[src/rtl/control_sequencer.sv]
// Purpose: hardwired control sequencer that emits one state of datapath strobes per clock (fetch + execute).
// Latency: fetch is 3+MEM_WAIT clocks, execute is 0..5+MEM_WAIT more; the strobes are a Moore decode of state and the latched opcode.
// Backpressure: none is taken from downstream; run gates the start of each fetch, and each memory state holds for 1+MEM_WAIT clocks.
// Ports: clk/clear (sync active-high reset), run, IR (opcode in IR[31:27]);
//   PC, memory, datapath, register-select and ALU strobes; halted, illegal (T2 pulse), instr_count, step (state code).
module control_sequencer #(
  parameter int MEM_WAIT = 0,
  parameter int CNT_W    = 16
) (
  input  logic             clk,
  input  logic             clear,
  input  logic             run,
  input  logic [31:0]      IR,
  output logic             PCout,
  output logic             PCin,
  output logic             IncPC,
  output logic             MARin,
  output logic             MDRin,
  output logic             MDRout,
  output logic             Read,
  output logic             Write,
  output logic             IRin,
  output logic             Yin,
  output logic             Zin,
  output logic             Zlowout,
  output logic             Cout,
  output logic             BAout,
  output logic             Gra,
  output logic             Grb,
  output logic             Grc,
  output logic             Rin,
  output logic             Rout,
  output logic             ADD,
  output logic             SUB,
  output logic             AND,
  output logic             OR,
  output logic             SHR,
  output logic             SHL,
  output logic             ROR,
  output logic             ROL,
  output logic             NEG,
  output logic             NOT,
  output logic             halted,
  output logic             illegal,
  output logic [CNT_W-1:0] instr_count,
  output logic [3:0]       step
);

  localparam logic [3:0] S_IDLE = 4'd0;
  localparam logic [3:0] S_T0   = 4'd1;
  localparam logic [3:0] S_T1   = 4'd2;
  localparam logic [3:0] S_T2   = 4'd3;
  localparam logic [3:0] S_T3   = 4'd4;
  localparam logic [3:0] S_T4   = 4'd5;
  localparam logic [3:0] S_T5   = 4'd6;
  localparam logic [3:0] S_T6   = 4'd7;
  localparam logic [3:0] S_T7   = 4'd8;
  localparam logic [3:0] S_HALT = 4'd15;

  localparam logic [4:0] OP_LD   = 5'd0;
  localparam logic [4:0] OP_LDI  = 5'd1;
  localparam logic [4:0] OP_ST   = 5'd2;
  localparam logic [4:0] OP_NOP  = 5'd24;
  localparam logic [4:0] OP_HALT = 5'd27;

  localparam logic [3:0] WAIT_INIT = 4'(MEM_WAIT);

  logic [3:0] state, state_nxt;
  logic [3:0] wcnt;
  logic [4:0] opc;
  logic [4:0] ir_op;
  logic       retire, eoi, op_en;
  logic       is_ld, is_ldi, is_st, is_alu2, is_un;
  logic       wait_done, first_t1;
  logic       unused_ir_bits;

  function automatic logic op_legal(input logic [4:0] op);
    return op inside {[5'd0:5'd10], 5'd16, 5'd17, OP_NOP, OP_HALT};
  endfunction

  assign ir_op          = IR[31:27];
  assign unused_ir_bits = ^IR[26:0];

  assign is_ld    = (opc == OP_LD);
  assign is_ldi   = (opc == OP_LDI);
  assign is_st    = (opc == OP_ST);
  assign is_alu2  = opc inside {[5'd3:5'd10]};
  assign is_un    = opc inside {5'd16, 5'd17};

  // wcnt is reloaded on every state change, so a memory state sees WAIT_INIT
  // in its first clock and advances once the count has run down to zero.
  assign wait_done = (wcnt == 4'd0);
  assign first_t1  = (wcnt == WAIT_INIT);

  always_comb begin
    state_nxt = state;
    retire    = 1'b0;
    eoi       = 1'b0;
    case (state)
      S_IDLE: if (run) state_nxt = S_T0;
      S_T0:   state_nxt = S_T1;
      S_T1:   if (wait_done) state_nxt = S_T2;
      // T2 branches on the live IR image; opc only becomes valid in T3.
      S_T2: begin
        if (ir_op == OP_HALT)     state_nxt = S_HALT;
        else if (ir_op == OP_NOP) begin eoi = 1'b1; retire = 1'b1; end
        else if (!op_legal(ir_op)) eoi = 1'b1;
        else                       state_nxt = S_T3;
      end
      S_T3:   state_nxt = S_T4;
      S_T4:   if (is_un) begin eoi = 1'b1; retire = 1'b1; end else state_nxt = S_T5;
      S_T5:   if (is_ld || is_st) state_nxt = S_T6; else begin eoi = 1'b1; retire = 1'b1; end
      S_T6:   if (!is_ld || wait_done) state_nxt = S_T7;
      S_T7:   if (!is_st || wait_done) begin eoi = 1'b1; retire = 1'b1; end
      S_HALT: state_nxt = S_HALT;
      default: state_nxt = S_IDLE;
    endcase
    if (eoi) state_nxt = run ? S_T0 : S_IDLE;
  end

  always_ff @(posedge clk) begin
    if (clear) begin
      state       <= S_IDLE;
      wcnt        <= 4'd0;
      opc         <= OP_NOP;
      instr_count <= '0;
    end else begin
      state <= state_nxt;
      if (state_nxt != state) wcnt <= WAIT_INIT;
      else if (wcnt != 4'd0)  wcnt <= wcnt - 4'd1;
      if (state == S_T2) opc <= ir_op;
      if (retire) instr_count <= instr_count + CNT_W'(1);
    end
  end

  always_comb begin
    {PCout, PCin, IncPC, MARin, MDRin, MDRout, Read, Write, IRin, Yin, Zin,
     Zlowout, Cout, BAout, Gra, Grb, Grc, Rin, Rout} = '0;
    {ADD, SUB, AND, OR, SHR, SHL, ROR, ROL, NEG, NOT} = '0;
    op_en = 1'b0;
    case (state)
      S_T0: begin PCout = 1'b1; MARin = 1'b1; IncPC = 1'b1; Zin = 1'b1; end
      S_T1: begin Read = 1'b1; MDRin = 1'b1; Zlowout = first_t1; PCin = first_t1; end
      S_T2: begin MDRout = 1'b1; IRin = 1'b1; end
      S_T3: begin
        if (is_alu2)    begin Grb = 1'b1; Rout = 1'b1; Yin = 1'b1; end
        else if (is_un) begin Grb = 1'b1; Rout = 1'b1; Zin = 1'b1; op_en = 1'b1; end
        else if (is_ld || is_ldi || is_st) begin Grb = 1'b1; BAout = 1'b1; Yin = 1'b1; end
      end
      S_T4: begin
        if (is_un)        begin Zlowout = 1'b1; Gra = 1'b1; Rin = 1'b1; end
        else if (is_alu2) begin Grc = 1'b1; Rout = 1'b1; Zin = 1'b1; op_en = 1'b1; end
        else if (is_ld || is_ldi || is_st) begin Cout = 1'b1; ADD = 1'b1; Zin = 1'b1; end
      end
      S_T5: begin
        if (is_ld || is_st) begin Zlowout = 1'b1; MARin = 1'b1; end
        else if (is_ldi || is_alu2) begin Zlowout = 1'b1; Gra = 1'b1; Rin = 1'b1; end
      end
      S_T6: begin
        if (is_ld)      begin Read = 1'b1; MDRin = 1'b1; end
        else if (is_st) begin Gra = 1'b1; Rout = 1'b1; MDRin = 1'b1; end
      end
      S_T7: begin
        if (is_ld)      begin MDRout = 1'b1; Gra = 1'b1; Rin = 1'b1; end
        else if (is_st) Write = 1'b1;
      end
      default: ;
    endcase
    if (op_en) begin
      case (opc)
        5'd3:  ADD = 1'b1;
        5'd4:  SUB = 1'b1;
        5'd5:  SHR = 1'b1;
        5'd6:  SHL = 1'b1;
        5'd7:  ROR = 1'b1;
        5'd8:  ROL = 1'b1;
        5'd9:  AND = 1'b1;
        5'd10: OR  = 1'b1;
        5'd16: NEG = 1'b1;
        5'd17: NOT = 1'b1;
        default: ;
      endcase
    end
  end

  assign step    = state;
  assign halted  = (state == S_HALT);
  assign illegal = (state == S_T2) && !op_legal(ir_op);

endmodule

[config.mk]
export PLATFORM = sky130hd
export DESIGN_NAME = control_sequencer
export DESIGN_NICKNAME = d
export VERILOG_FILES = /design/src/rtl/control_sequencer.sv
export SDC_FILE = /design/constraint.sdc
export NUM_CORES = 1
export LEC_CHECK = 0
export CORE_MARGIN = 3
export CORE_UTILIZATION = 39
export DETAILED_ROUTE_END_ITERATION = 12
export HOLD_SLACK_MARGIN = 0.02
export MAX_ROUTING_LAYER = met4
export PLACE_DENSITY = 0.76
export SYNTH_ARGS = -nofsm -noshare
export SYNTH_HDL_FRONTEND = slang
export SYNTH_SLANG_ARGS = --single-unit
[constraint.sdc]
create_clock -name clk -period 2 [get_ports clk]
set_input_delay 0.3 -clock clk [delete_from_list [all_inputs] [get_ports clk]]
set_output_delay 0.3 -clock clk [all_outputs]
set_load 0.1 [all_outputs]
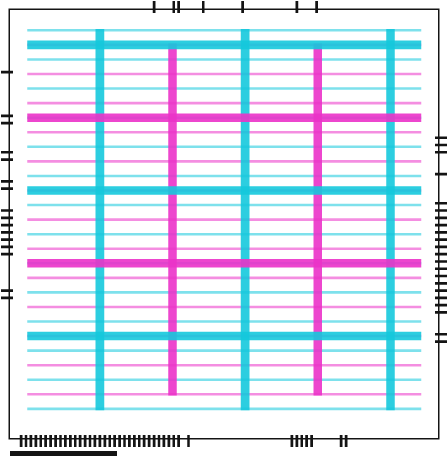
Figure 1: run 1, supply network.
The bar under the picture is 20 um long. Pins as bars on the die edge.
colour	net
magenta	VDD
cyan	VSS
rows	26
met5 straps	5
met1 rails	27

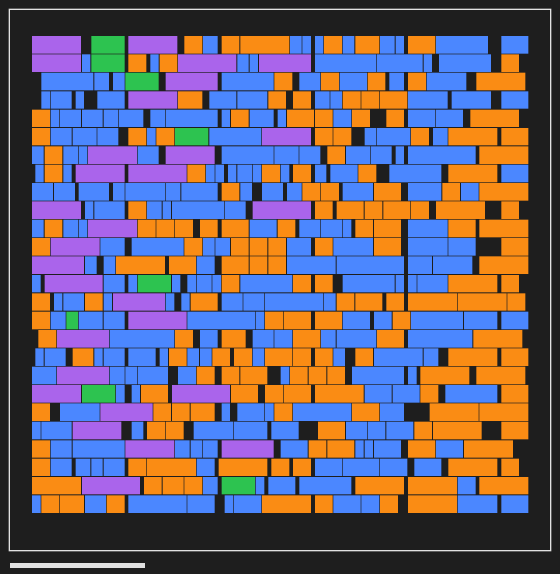
Figure 2: run 1, cell classes on the final placement.
The bar under the picture is 20 um long.
colour	class	cells	share of their area
blue	combinational and other logic	234	47%
purple	flops	29	13%
green	clock drivers and dummy loads	8	2.1%
orange	other buffers and delay cells	174	38%
Core Util, Final: 94.3%
site row count: 26
finished layout cell area: 4910 um^2
placeable core region: 5200 um^2
Seq area share: 12.6%

==> summary.txt, run 1 <==
Status on the layout run. For reference, the critical path is launched at opc[4]. The synthesized design contains 29 register bits. In this run the VDD rail shows a maximum IR drop of 0.961 mV. Once detailed placement completed, the half-perimeter wirelength came to 5.54 mm. Across all setup checks in the final design, the least slack found is -0.377 ns. Counting both buffers and inverters, the worst setup path holds a total of 1.

Summing internal, switching and leakage power gives 3.77 mW. Tally of filler cells in the layout landed at 150. The final route contains 3255 vias. Relative slew slack landed at 56.4%. Routed length on met3 landed at 951 um. The synthesized netlist devotes 6.16% of its cell area to XOR and XNOR gates. The library cells used most frequently in the layout, excluding fill and tap cells, are sky130_fd_sc_hd__buf_4 (103), sky130_fd_sc_hd__buf_12 (32), sky130_fd_sc_hd__buf_6 (32). Non-clock buffer contribution to total cell area landed at 37.5%.

Number of well-tap cells placed landed at 70. Post-synth the commonest register cell is sky130_fd_sc_hd__dfxtp_1. The synthesis log from Yosys contains 0 warnings. The detail route stage leaves a number of antenna-violating nets equal to 0.

Number of global-route vias before repair landed at 2996. The run finished, with violations left. After global routing, the most crowded layer is met2. The report lists the cells along the critical path as buf_6 -> or3_4 -> nor4_4 -> nor4_1 -> o31a_1 -> a311o_2 -> nor4_4. Sorting the Yosys area breakdown by cell type puts at the top sky130_fd_sc_hd__dfxtp_1.

Setup repair after global routing could not meet its margin everywhere. Buffers inserted to repair hold after CTS numbered 0. The final layout report lists a non-clock inverter count of 10. Total met2 wirelength after detailed routing landed at 6.26 mm. Power attributed to combinational cells is 2.53 mW. After layout the clock buffers and inverters come to 2.07% of cell area. The capture point of the worst register-to-register path is recorded as wcnt[1]. The report gives the cell count of the worst hold path as 2. Growth of design area from synthesis to finish landed at 130%. Among all cell classes, the greatest summed area belongs to multi-input combinational cells. The checks that failed: setup timing. The net count of the finished layout is 481. Net switching component of the power landed at 1.88 mW. The startpoint identified for the worst hold timing path is instr_count[6]. Ratio of final minimum period to clock period landed at 119%. Flip-flop count of the largest register, all copies and words added landed at 16. Fraction of standard cell area in multi-input logic landed at 45.2%. The critical path is of the flip-flop to flip-flop type.

Worst hold slack landed at 0.556 ns. Power share of the sequential group landed at 18.0%. The congestion estimate from routability-driven global placement came to 0.863. Per STA, the worst path accumulates the most delay in the family simple AND/OR/NAND/NOR gates. For this run, the register share of the synthesized area comes to 27.2%. Share of post-route cells with drive strength above 1 landed at 66.5%. The endpoint of the worst hold path is reported as instr_count[6].

Basic-gate share of the synthesized area counting and, or, nand and nor cells landed at 39.5%. The first detailed-routing pass took 5 iterations. The die covers 6390 um^2.

Number of sinks handled by clock tree synthesis landed at 29. Of the combinational cells, the family taking the most area is simple AND/OR/NAND/NOR gates. The OpenROAD report gives the critical path a data arrival time of 2.58 ns. Counting flops with an async set or reset pin after synthesis yields a share of 0%. Per the detail_route report, DRC violations left total 0. Final setup TNS landed at -8.48 ns. Synthesis handed over a netlist of 284 instances. In this run, CTS created clock tree buffers numbering 5.

Largest net degree at the start of global routing landed at 16. In this run the tool buffered the top-level ports with 58 buffer cells. Global-route usage over all layers landed at 30.3%.

Height of the die landed at 80.0 um. The worst setup path is launched from a flip-flop. Slack of the worst reg-to-reg path landed at -0.38 ns. Post-synthesis cell count from yosys landed at 284. The first global-routing pass estimated 15.1 mm of wire. Counting buffers and inverters, the worst setup path is 7 cells deep.

The largest registers in the layout are instr_count: 16 flops, opc: 5 flops. Per the post-synthesis stats, the area per cell is 7.51 um^2. Timing would allow up to 0.421 GHz. Number of setup violations in the final report landed at 47. Per the repair_timing log after CTS, setup buffers inserted total 30. Mean routed wirelength per cell landed at 24.8 um.

The area taken by multi-input combinational cells is reported as 2220 um^2. sky130_fd_sc_hd__nor2_1 is the most common cell in the netlist. Per the cell usage report, the commonest logic cell in the layout is sky130_fd_sc_hd__buf_4. Final non-filler cell total landed at 515. TritonCTS built the clock tree. The post-placement cell area is 3880 um^2.
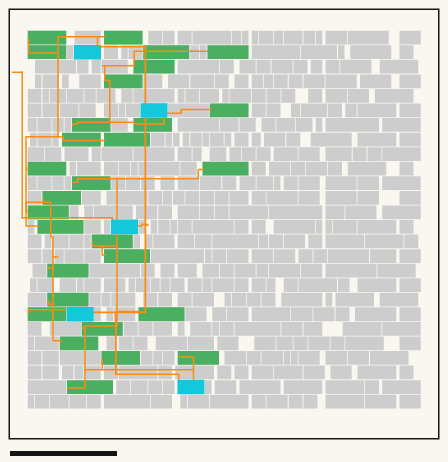
Figure 3: run 1, clock wires, drivers and flops.
The bar under the picture is 20 um long.
[green] flip-flops | count: 29
[orange] clock wires | length: 463 um
[cyan] clock drivers | count: 5
routed clock nets	6
total clock network power: 0.563 mW
clock network fraction of total power: 14.9%

--- run 2 (diff from run 1) ---
HOLD_SLACK_MARGIN = 0.08   (was 0.02)
TNS_END_PERCENT = 10   (was default)
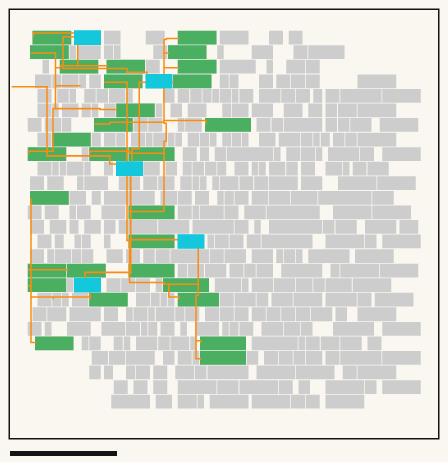
Figure 4: run 2, clock wires, drivers and flops.
The bar under the picture is 20 um long.
[cyan] clock drivers | count: 5
[orange] clock wires | length: 415 um
[green] flip-flops | count: 29
routed clock nets	6
clock network fraction of total power: 14.6%
worst-case clock skew: 0.00900 ns

==> run 2 against run 1 <==
The run still ends with setup timing left. Fmax increased by 4.4%. Global-route usage decreased by 5.6 points. Clock skew decreased by 0.0077 ns. Die area unchanged. Sequential share of layout area increased by 2.2 points. Critical endpoint is now Zlowout.
==> summary.txt, run 2 <==
Status on the layout run. The timing endpoint of the critical path is Zlowout (was wcnt[1]). The global-route usage over all layers is 24.7% (was 30.3%). Growth of design area from synthesis to finish landed at 93.9% (was 130%).

Total met2 wirelength after detailed routing landed at 4.23 mm (was 6.26 mm). Result of the run: finished with violations (unchanged). Cell depth of the worst hold path landed at 3 (was 2). Met2 track demand over resource landed at 45.2% (was 55.5%). The worst-case setup margin in the final layout is -0.277 ns (was -0.377 ns). The critical-path cell with the highest stage delay is sky130_fd_sc_hd__or4b_4 (was sky130_fd_sc_hd__a311o_2).

Number of synthesis warnings landed at 0 (unchanged). The reported combinational group power is 1.99 mW (was 2.53 mW). The leading register cell type out of synthesis is sky130_fd_sc_hd__dfxtp_1 (unchanged). Total die size landed at 6390 um^2 (unchanged). Most numerous logic cells after layout: sky130_fd_sc_hd__buf_4 (81), sky130_fd_sc_hd__buf_12 (34), sky130_fd_sc_hd__nand2_1 (25) (was sky130_fd_sc_hd__buf_4 (103), sky130_fd_sc_hd__buf_12 (32), sky130_fd_sc_hd__buf_6 (32)). Share of flip-flops with an asynchronous set or reset landed at 0% (unchanged). The total power is 3.16 mW (was 3.77 mW). The most used routing layer in global routing is met2 (unchanged). The timing startpoint of the critical path is opc[2] (was opc[4]). The DRC violation count after routing is 0 (unchanged). Synthesized instance count landed at 284 (unchanged). The utilization after layout is 79.5% (was 94.3%). Flip-flop and latch count after synthesis landed at 29 (unchanged). The routed length on met3 is 414 um (was 951 um). The most popular library cell in the synthesized design by count was sky130_fd_sc_hd__nor2_1 (unchanged). Top Registers: instr_count: 16 flops, opc: 5 flops (unchanged). Net switching component of the power landed at 1.54 mW (was 1.88 mW).

The kind of cell adding the most delay to the critical path is simple AND/OR/NAND/NOR gates (unchanged). The fraction of standard cell area in multi-input logic came to 44.3% (was 45.2%). The count of non-CTS inverters in the layout is 10 (unchanged).

Share of the synthesized netlist area taken by xor and xnor gates landed at 6.16% (unchanged). The cell leakage power came to 1.60 nW (was 1.92 nW). The non-clock buffer contribution to total cell area is 35.9% (was 37.5%). The number of iterations in the first detailed-routing pass is 4 (was 5).

Combinational share of power landed at 63.0% (was 67.1%). The row count is 26 (unchanged). Number of setup violations in the final report landed at 42 (was 47). The count of hold buffers inserted by post-cts repair came to 0 (unchanged).

Largest net degree at the start of global routing landed at 19 (was 16). Total non-filler cell area in the finished layout landed at 4140 um^2 (was 4910 um^2). TritonCTS buffer count landed at 5 (unchanged). The tally of filler cells in the layout is 311 (was 150). The main combinational cell family by area after synthesis is simple AND/OR/NAND/NOR gates (unchanged). Data arrival time at the worst-slack endpoint landed at 1.98 ns (was 2.58 ns). The cell type with the highest aggregate area in the netlist is sky130_fd_sc_hd__dfxtp_1 (unchanged). The proportion of cell area spent on the clock network came to 1.97% (was 2.07%). Clock group power landed at 0.461 mW (was 0.563 mW). Area inside the core boundary landed at 5200 um^2 (unchanged).

The final non-filler cell total is 474 (was 515). Number of global-route vias before repair landed at 2579 (was 2996). Number of well-tap cells placed landed at 70 (unchanged). The maximum clock frequency is 0.439 GHz (was 0.421 GHz). Global-route wire length before repair landed at 12.4 mm (was 15.1 mm).

Slack of the worst reg-to-reg path landed at -0.22 ns (was -0.38 ns). Unrepaired setup endpoints after global routing: true (unchanged). Post-CTS setup buffer count landed at 10 (was 30).

The level count of the clock H-tree was 2 (unchanged). Net count reported at finish landed at 440 (was 481). Relative slew slack landed at 71.3% (was 56.4%). The count of input and output buffers is 58 (unchanged). The weighted congestion at the end of routability-driven global placement was 0.847 (was 0.863). The end point of the most critical hold path was opc[4] (was instr_count[6]). The number of buffer and inverter stages on the critical path is 2 (was 1). Worst hold slack landed at 0.399 ns (was 0.556 ns). The cell count along the critical path came to 6 (was 7). Flip-flop count of the largest register, all copies and words added landed at 16 (unchanged).

The type of the worst setup path is flip-flop to output pin (was flip-flop to flip-flop). The combinational cell area excluding buffers and inverters came to 1830 um^2 (was 2220 um^2). The launching element type of the critical path is a flip-flop (unchanged). Basic-gate share of the synthesized area counting and, or, nand and nor cells landed at 39.5% (unchanged).

The source of the worst hold timing path is IR[31] (was instr_count[6]). Mean routed wirelength per cell landed at 16.7 um (was 24.8 um). Failing checks: setup timing (unchanged). Cells along the critical path: or4b_4 -> nor3b_4 -> o21bai_2 -> buf_4 -> o41ai_4 -> buf_12 (was buf_6 -> or3_4 -> nor4_4 -> nor4_1 -> o31a_1 -> a311o_2 -> nor4_4). The total vias in the final route came to 2642 (was 3255). Height of the die landed at 80.0 um (unchanged). The instance area after placement is 3620 um^2 (was 3880 um^2). The post-synthesis cell count from yosys is 284 (unchanged).

The half-perimeter wire length after detailed placement was 5.36 mm (was 5.54 mm).
--- run 3 (diff from run 2) ---
CELL_PAD_IN_SITES_DETAIL_PLACEMENT = 2   (was default)
CELL_PAD_IN_SITES_GLOBAL_PLACEMENT = 2   (was default)
CORE_UTILIZATION = 34   (was 39)
DONT_BUFFER_PORTS = 1   (was default)
PLACE_DENSITY = default   (was 0.76)
PLACE_DENSITY_LB_ADDON = 0.1   (was default)
clock period = 2.25 ns   (was 2 ns; I/O delays follow)
==> run 3 against run 2 <==
The flow now stops in clock tree synthesis. Synthesized area did not move. Synthesized cell count did not move.
==> summary.txt, run 3 <==
Implementation results. The sequential share of the synthesized area is 27.2% (unchanged). The number of sinks handled by clock tree synthesis came to 29 (unchanged). The share of flip-flops with an asynchronous set or reset is 0% (unchanged).

The post-synthesis cell count from yosys is 284 (unchanged). Boundary pin count landed at 86 (unchanged). The instance area after placement was 3320 um^2 (was 3620 um^2). Share of the synthesized netlist area taken by xor and xnor gates landed at 6.16% (unchanged). Effective utilization at floorplan landed at 35.6% (was 41.0%). The maximum count of clock buffers along a single path was 2 (unchanged). Summed instance area of the synthesized netlist landed at 2130 um^2 (unchanged). Weighted congestion at the end of routability-driven global placement landed at 0.799 (was 0.847). Placement-stage worst setup slack landed at -0.248 ns (was -0.428 ns).

The main combinational cell family by area after synthesis was simple AND/OR/NAND/NOR gates (unchanged). Mean instance size in the synthesized netlist landed at 7.51 um^2 (unchanged). Number of synthesis warnings landed at 0 (unchanged).

It got as far as clock tree synthesis and failed there. Area share of the largest cell type after synthesis landed at 27.2% (unchanged). Synth top cells by count: sky130_fd_sc_hd__nor2_1 (39), sky130_fd_sc_hd__nand2_1 (30), sky130_fd_sc_hd__dfxtp_1 (29) (unchanged).

Flip-flop and latch count after synthesis landed at 29 (unchanged). Top cells by area: sky130_fd_sc_hd__dfxtp_1 (27%), sky130_fd_sc_hd__nor2_1 (6.9%), sky130_fd_sc_hd__nand2_1 (5.3%) (unchanged). The most popular library cell in the synthesized design by count is sky130_fd_sc_hd__nor2_1 (unchanged).

Height of the die landed at 85.2 um (was 80.0 um). Area fraction in compound gates landed at 18.1% (unchanged). Horizontal die size landed at 85.2 um (was 80.0 um). The distinct cell type count of the synthesized netlist was 63 (unchanged).

Row count landed at 28 (was 26). The number of nets produced by synthesis came to 321 (unchanged). Number of flops mapped to enable cells by yosys landed at 0 (unchanged).

The root buffer cell was sky130_fd_sc_hd__clkbuf_8 (unchanged). Yosys stat chip area landed at 2130 um^2 (unchanged). Count of hold buffers inserted by post-cts repair landed at 0 (unchanged). Count of cells resized by post-cts repair landed at 47 (was 48). The half-perimeter wire length after detailed placement was 8.48 mm (was 5.36 mm).

The count of input and output buffers came to 0 (was 58). The leading register cell type out of synthesis is sky130_fd_sc_hd__dfxtp_1 (unchanged). Basic-gate share of the synthesized area counting and, or, nand and nor cells landed at 39.5% (unchanged).

Synthesized instance count landed at 284 (unchanged). Result of the run: aborted with a tool error (was finished with violations). Adder and majority gate portion of the synthesized area landed at 1.17% (unchanged). The tool reported: "[ERROR DPL-0033] detailed placement checks failed during check placement". The level count of the clock H-tree is 2 (unchanged). The TritonCTS buffer count was 5 (unchanged). The post-CTS setup buffer count came to 8 (was 10). Mux cell area share after synthesis landed at 0.997% (unchanged).

The cell type with the highest aggregate area in the netlist was sky130_fd_sc_hd__dfxtp_1 (unchanged). Cell count after placement landed at 426 (was 452).
--- run 4 (diff from run 3) ---
CELL_PAD_IN_SITES_DETAIL_PLACEMENT = default   (was 2)
CELL_PAD_IN_SITES_GLOBAL_PLACEMENT = default   (was 2)
CORE_UTILIZATION = 40   (was 34)
HOLD_SLACK_MARGIN = default   (was 0.08)
MAX_ROUTING_LAYER = default   (was met4)
PLACE_DENSITY_LB_ADDON = 0.15   (was 0.1)
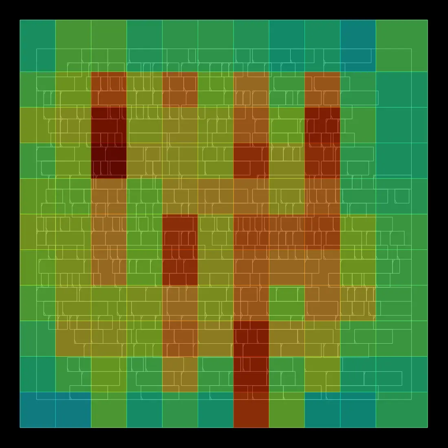
Figure 5: run 4, congestion heat map.
Core Util, Final: 72.2%
wire per inst: 15.5 um
M2 GR Usage: 38.4%
layer carrying the most global-route usage: met2

==> run 4 against run 3 <==
The run now ends with setup timing left. Synthesized area unchanged. Synthesized cell count unchanged.
==> summary.txt, run 4 <==
Status on the layout run. The top cell type in the final layout, fill and taps aside, is sky130_fd_sc_hd__buf_4. Post-synthesis cell count from yosys landed at 284 (unchanged). Looking at the VDD voltage map, the peak drop is 0.689 mV.

Clock network fraction of total power landed at 16.1%. The boundary pin count came to 86 (unchanged). For hold timing, the worst endpoint is opc[2]. In the hold timing report, the worst path depth is 1. Growth of design area from synthesis to finish landed at 67.3%.

Flip-flop and latch count after synthesis landed at 29 (unchanged). Non-clock buffer contribution to total cell area landed at 27.9%. Number of nets produced by synthesis landed at 321 (unchanged). The number of sinks handled by clock tree synthesis was 29 (unchanged). Clock group power landed at 0.416 mW. In this run, the combinational gates consume 58.7% of the power. The count of hold buffers inserted by post-cts repair came to 0 (unchanged).

Routed length on met3 landed at 249 um. After routing, the total negative slack on setup checks comes to -0.142 ns. The number of synthesis warnings is 0 (unchanged). Ranked by total area, the top cell class in this layout is multi-input combinational cells.

Synth top cells by count: sky130_fd_sc_hd__nor2_1 (39), sky130_fd_sc_hd__nand2_1 (30), sky130_fd_sc_hd__dfxtp_1 (29) (unchanged). Between clock sinks in the finished design, the worst skew comes to 0.00374 ns. Net count reported at finish landed at 392. Entering global routing, the biggest net connects 27 pins. The most popular library cell in the synthesized design by count is sky130_fd_sc_hd__nor2_1 (unchanged). The worst register-to-register path has a setup slack of -0.07 ns. Synthesized instance count landed at 284 (unchanged). The finished layout holds 423 standard cells, fillers aside. For reference, the most critical setup path is categorized as flip-flop to flip-flop. The cell count after placement was 413 (was 426).

Counting the fill cells in the layout gives 399. Worst-case setup margin in the final layout landed at -0.0741 ns. In the layout the commonest cells are sky130_fd_sc_hd__buf_4 (55), sky130_fd_sc_hd__nand2_1 (27), sky130_fd_sc_hd__buf_12 (26). The post-CTS setup buffer count was 1 (was 8). Nets still carrying antenna violations after routing amount to 0.

Total met2 wirelength after detailed routing landed at 3.29 mm. Yosys stat chip area landed at 2130 um^2 (unchanged). In this run the critical register-to-register path is captured at wcnt[3]. Dividing the final minimum period by the clock period gives 103%. The root buffer cell was sky130_fd_sc_hd__clkbuf_8 (unchanged).

Following the worst setup path forward leads to its endpoint at wcnt[3]. The TritonCTS buffer count came to 5 (unchanged). The number of global-route vias before repair was 2380. Share of post-route cells with drive strength above 1 landed at 46.6%. The main combinational cell family by area after synthesis is simple AND/OR/NAND/NOR gates (unchanged). Fraction of standard cell area in multi-input logic landed at 49.4%. Number of iterations in the first detailed-routing pass landed at 4.

Hold timing on the final database bottoms out at a slack of 0.119 ns. The area fraction in compound gates is 18.1% (unchanged). Combinational cell area excluding buffers and inverters landed at 1760 um^2. Top cells by area: sky130_fd_sc_hd__dfxtp_1 (27%), sky130_fd_sc_hd__nor2_1 (6.9%), sky130_fd_sc_hd__nand2_1 (5.3%) (unchanged). The placement-stage worst setup slack is -0.0466 ns (was -0.248 ns).

Number of setup violations in the final report landed at 4. The launch point of the critical path was reported as opc[4]. Among cell families on the critical path, the largest total delay comes from simple AND/OR/NAND/NOR gates. Effective utilization at floorplan landed at 43.2% (was 35.6%). The first global-routing pass estimated 11.4 mm of wire.

The count of input and output buffers came to 0 (unchanged). Reported combinational group power landed at 1.52 mW. The cell type with the highest aggregate area in the netlist is sky130_fd_sc_hd__dfxtp_1 (unchanged).

The leading register cell type out of synthesis is sky130_fd_sc_hd__dfxtp_1 (unchanged). Net switching component of the power landed at 1.29 mW. The instance area after placement is 3290 um^2 (was 3320 um^2). Non-clock inverters in the final layout number 10. Cell leakage power landed at 1.34 nW.

Basic-gate share of the synthesized area counting and, or, nand and nor cells landed at 39.5% (unchanged). Along the critical path, the tally of buffer and inverter instances is 0. Setup repair after global routing could not meet its margin everywhere. The count of cells resized by post-cts repair is 24 (was 47).

The summed instance area of the synthesized netlist is 2130 um^2 (unchanged). The largest registers in the layout are instr_count: 16 flops, opc: 5 flops. For this design, the slowest cell found on the critical path is sky130_fd_sc_hd__or3_1.

Proportion of cell area spent on the clock network landed at 2.31%. The finished cells cover 3570 um^2. Row count landed at 25 (was 28). The distinct cell type count of the synthesized netlist is 63 (unchanged).

Result of the run: finished with violations (was aborted with a tool error). Horizontal die size landed at 79.0 um (was 85.2 um). Power share of the sequential group landed at 25.2%. The worst-case max-slew headroom was logged as 69.8%. The height of the die came to 79.0 um (was 85.2 um). Area share of the largest cell type after synthesis landed at 27.2% (unchanged).

The weighted congestion at the end of routability-driven global placement came to 0.872 (was 0.799). The adder and majority gate portion of the synthesized area came to 1.17% (unchanged). The checks that failed: setup timing.

The arrival time of data at the worst endpoint is listed as 2.51 ns. Per STA, the worst path is made up of or3_1 -> nor4_2 -> nor4_1 -> o31a_1 -> a311o_1 -> nor4_2. STA classifies the critical path startpoint as a flip-flop.

Slew at the pin closest to its max-slew limit landed at 0.449 ns.

## Gallery

Routed metal, one colour a layer.
picture 1
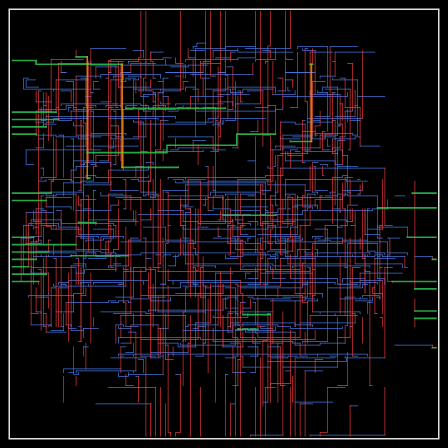
picture 2
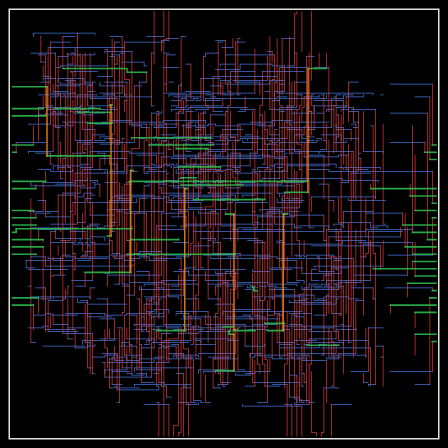
picture 3
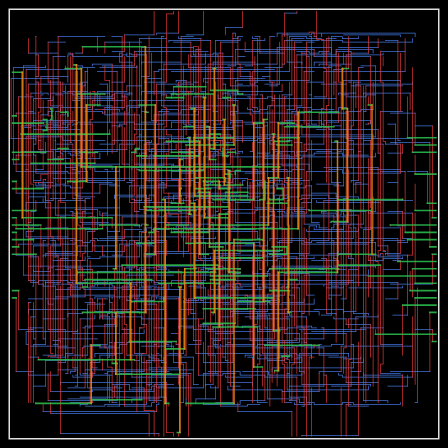
Of these, least wire: picture 1
Of these, most wire: picture 3
Picture 2 comes from run 2.
Picture 1 comes from run 4.
Picture 3 comes from run 1.

Power is estimated from default activity; no workload was simulated.
